**src/rtl/pila_param.sv**
```systemverilog
// Return-address stack (LIFO) for the CPU control path: CALL pushes, RET pops.
// Adds a full-stack policy, push+pop replace, occupancy count and sticky error flags.
//
// Ports:
//   clk       rising-edge clock
//   reset     asynchronous active-low reset
//   push      push pc_addr this cycle
//   pop       pop the top entry this cycle
//   clr_err   synchronous clear of overflow/underflow
//   pc_addr   data to push
//   sp        top entry, 0 when empty (combinational)
//   count     number of valid entries, 0..DEPTH
//   full      count == DEPTH
//   empty     count == 0
//   overflow  sticky: push attempted while full
//   underflow sticky: pop attempted while empty
module pila_param #(
    parameter int WIDTH    = 10,
    parameter int DEPTH    = 16,
    parameter int OVF_MODE = 0,
    localparam int CW      = $clog2(DEPTH + 1)
) (
    input  logic             clk,
    input  logic             reset,
    input  logic             push,
    input  logic             pop,
    input  logic             clr_err,
    input  logic [WIDTH-1:0] pc_addr,
    output logic [WIDTH-1:0] sp,
    output logic [CW-1:0]    count,
    output logic             full,
    output logic             empty,
    output logic             overflow,
    output logic             underflow
);

    localparam int HW = $clog2(DEPTH);
    localparam logic [HW-1:0] LAST = HW'(DEPTH - 1);

    logic [WIDTH-1:0] mem [DEPTH];
    logic [HW-1:0]    head;
    logic [HW-1:0]    top;
    logic [HW-1:0]    head_inc;

    logic             wr_en;
    logic [HW-1:0]    wr_addr;
    logic [HW-1:0]    head_n;
    logic [CW-1:0]    count_n;
    logic             ovf_set;
    logic             unf_set;

    assign full     = (count == CW'(DEPTH));
    assign empty    = (count == '0);
    assign top      = (head == '0) ? LAST : head - HW'(1);
    assign head_inc = (head == LAST) ? '0 : head + HW'(1);
    assign sp       = empty ? '0 : mem[top];

    always_comb begin
        wr_en   = 1'b0;
        wr_addr = head;
        head_n  = head;
        count_n = count;
        ovf_set = 1'b0;
        unf_set = 1'b0;
        if (push && pop && !empty) begin
            // Replace top: a RET immediately followed by a CALL.
            wr_en   = 1'b1;
            wr_addr = top;
        end else if (push) begin
            // Also covers push+pop on empty, which pushes and flags the pop.
            unf_set = pop;
            if (!full) begin
                wr_en   = 1'b1;
                head_n  = head_inc;
                count_n = count + CW'(1);
            end else begin
                ovf_set = 1'b1;
                if (OVF_MODE != 0) begin
                    // Circular: the write slot is the oldest entry.
                    wr_en  = 1'b1;
                    head_n = head_inc;
                end
            end
        end else if (pop) begin
            if (!empty) begin
                head_n  = top;
                count_n = count - CW'(1);
            end else begin
                unf_set = 1'b1;
            end
        end
    end

    always_ff @(posedge clk or negedge reset) begin
        if (!reset) begin
            head      <= '0;
            count     <= '0;
            overflow  <= 1'b0;
            underflow <= 1'b0;
        end else begin
            head      <= head_n;
            count     <= count_n;
            overflow  <= ovf_set | (overflow & ~clr_err);
            underflow <= unf_set | (underflow & ~clr_err);
        end
    end

    // Storage is deliberately left unreset.
    always_ff @(posedge clk) begin
        if (wr_en) begin
            mem[wr_addr] <= pc_addr;
        end
    end

endmodule

```
**config.mk**
```make
export PLATFORM = sky130hd
export DESIGN_NAME = pila_param
export DESIGN_NICKNAME = d
export VERILOG_FILES = /design/src/rtl/pila_param.sv
export SDC_FILE = /design/constraint.sdc
export NUM_CORES = 1
export LEC_CHECK = 0
export ABC_CLOCK_PERIOD_IN_PS = 3300
export CORE_MARGIN = 1.5
export CORE_UTILIZATION = 50
export CTS_CLUSTER_SIZE = 16
export DETAILED_ROUTE_END_ITERATION = 12
export HOLD_SLACK_MARGIN = 0.03
export PLACE_DENSITY = 0.7
export SETUP_SLACK_MARGIN = 0.5
export SLEW_MARGIN = 15
export SYNTH_ARGS = -nofsm -noshare
export SYNTH_HDL_FRONTEND = slang
export SYNTH_SLANG_ARGS = --single-unit
```
**constraint.sdc**
```tcl
create_clock -name clk -period 3.3 [get_ports clk]
set_clock_uncertainty 0.2 [all_clocks]
set_input_delay 0.66 -clock clk [delete_from_list [all_inputs] [get_ports clk]]
set_output_delay 0.66 -clock clk [all_outputs]
set_load 0.1 [all_outputs]
```
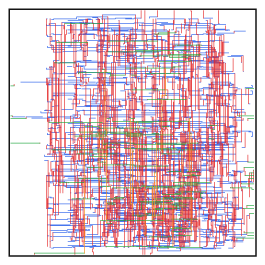
wires.png
Scale: 2 px per µm.
blue -> metal 1  # wire length 7310 µm
green -> metal 3  # wire length 1420 µm
orange -> metal 4  # wire length 577 µm
red -> metal 2  # wire length 9290 µm
Vias: 4355
GRT Util Overall: 0.262
Avg WL per Cell: 26.7 µm
final WL: 18600 µm

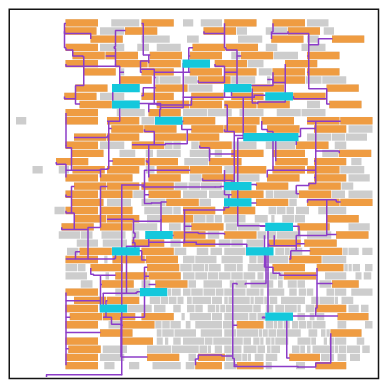
clk_routes.png
Scale: 3 px per µm.
orange -> flip-flops  # count 171
purple -> clock wires  # length 1780 µm
cyan -> clock drivers  # count 17
flops lie = widely spread
Late-Pin Clk Latency: 0.42 ns

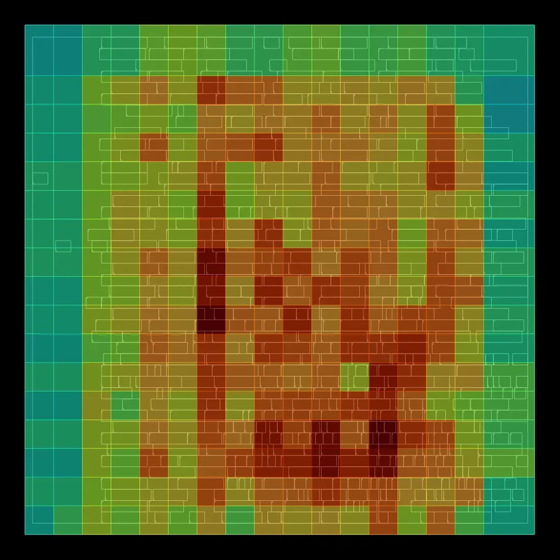
congestion.png
global-route met3 utilization: 0.0548
busiest grt layer: met2
met2 GRT Util: 0.422
Final Util: 0.693
met1 usage: 0.351

==> run_results.csv <==
group,metric,value,unit
final_timing,max_slew.worst_pin.slew,0.617,ns
final_timing,finalSetupTns,-3.75,ns
synthesis,syn_nets,409,
final_timing,finalWorstSetupSlack,-0.393,ns
clock_tree,cts_setup_buffers,35,
synthesis,most_common_cell,"edfxtp_1",
route,postRouteAntennaNets,0,
setup_path,ff2ff_path_depth,7,
setup_path,path_depth,9,
min_path,min_delay_path_depth,2,
synthesis,synth.avg_cell_area,18.4,µm²
run_status,status,"finished with violations",
layout,largest_reg_flops,160,
clock_tree,h-tree-depth,4,
synthesis,synth-edff-count,160,
synthesis,syn_area,7150,µm²
global_route,grt_overflow_total,0,
setup_path,endpoint,"sp[7]",
route,drt-initial-drc-count,572,
layout,stdcell_area,9660,µm²
layout,reg_top3,"mem x160, count x5, head x4",
final_timing,period_needed,3.69,ns
clock_tree,cts_tree,"built",
synthesis,ys_seq_frac,0.710,
synthesis,synth-simple-area-share,0.0486,
layout,mostFrequentLayoutCell,"edfxtp_1",
place,io_buffer_count,33,
clock_tree,cts_resized,42,
floorplan,num_tap_cells,180,
final_timing,hold_viol_final,0,
layout,largestClassByArea,"flip-flops and latches",
clock_tree,clock_sinks,171,
layout,final-seq-area,5100,µm²
setup_path,crit_fanout,7,
layout,comb-cell-share,0.250,
global_route,grt_pass1_vias,4436,
setup_path,slowest_delay,0.55,ns
min_path,min_from,"overflow",
synthesis,ys_warn_count,0,
final_timing,hold-worst-slack,0.309,ns
setup_path,worstSetupStartpointType,"register",
layout,multi_input_comb_cells,189,
clock_tree,clkTransAtPathRegs,0.07,ns
final_timing,setup_viol,10,
clock_tree,cts_hold_buffers,0,
synthesis,aoi_share,0.0621,
synthesis,top_cell_area_share,0.672,
synthesis,synthMuxAreaShare,0.136,
global_route,grt_max_degree,23,
synthesis,xor_share,0.00857,
setup_path,arrival,2.83,ns
run_status,failed_checks,"setup timing",
place,dp.cells,615,
place,placed_area,8350,µm²
final_timing,fmax,271,MHz
layout,fill_cells,798,
layout,final-clk-cell-share,0.0545,
synthesis,ys_ff,171,
route,routed_via_density,6.26,
final_timing,period_used_share,1.12,
setup_path,slowest_stage,"mux4_2",
clock_tree,cts_root_buffer,"clkbuf_16",
synthesis,top_area_cell,"edfxtp_1",
setup_path,crit_path_end_kind,"output pin",
floorplan,core,13900,µm²
setup_path,path_common_cell,"buf_12",
route,wl_met1,7310,µm
layout,seq_cells,171,
layout,nNonClkBuffers,113,
route,wl_met3,1420,µm
synthesis,fa_ha_area_frac,0.0115,
floorplan,dieHeight,123,µm
global_route,grt_antenna_before_repair,0,
place,gp_congestion,0.794,
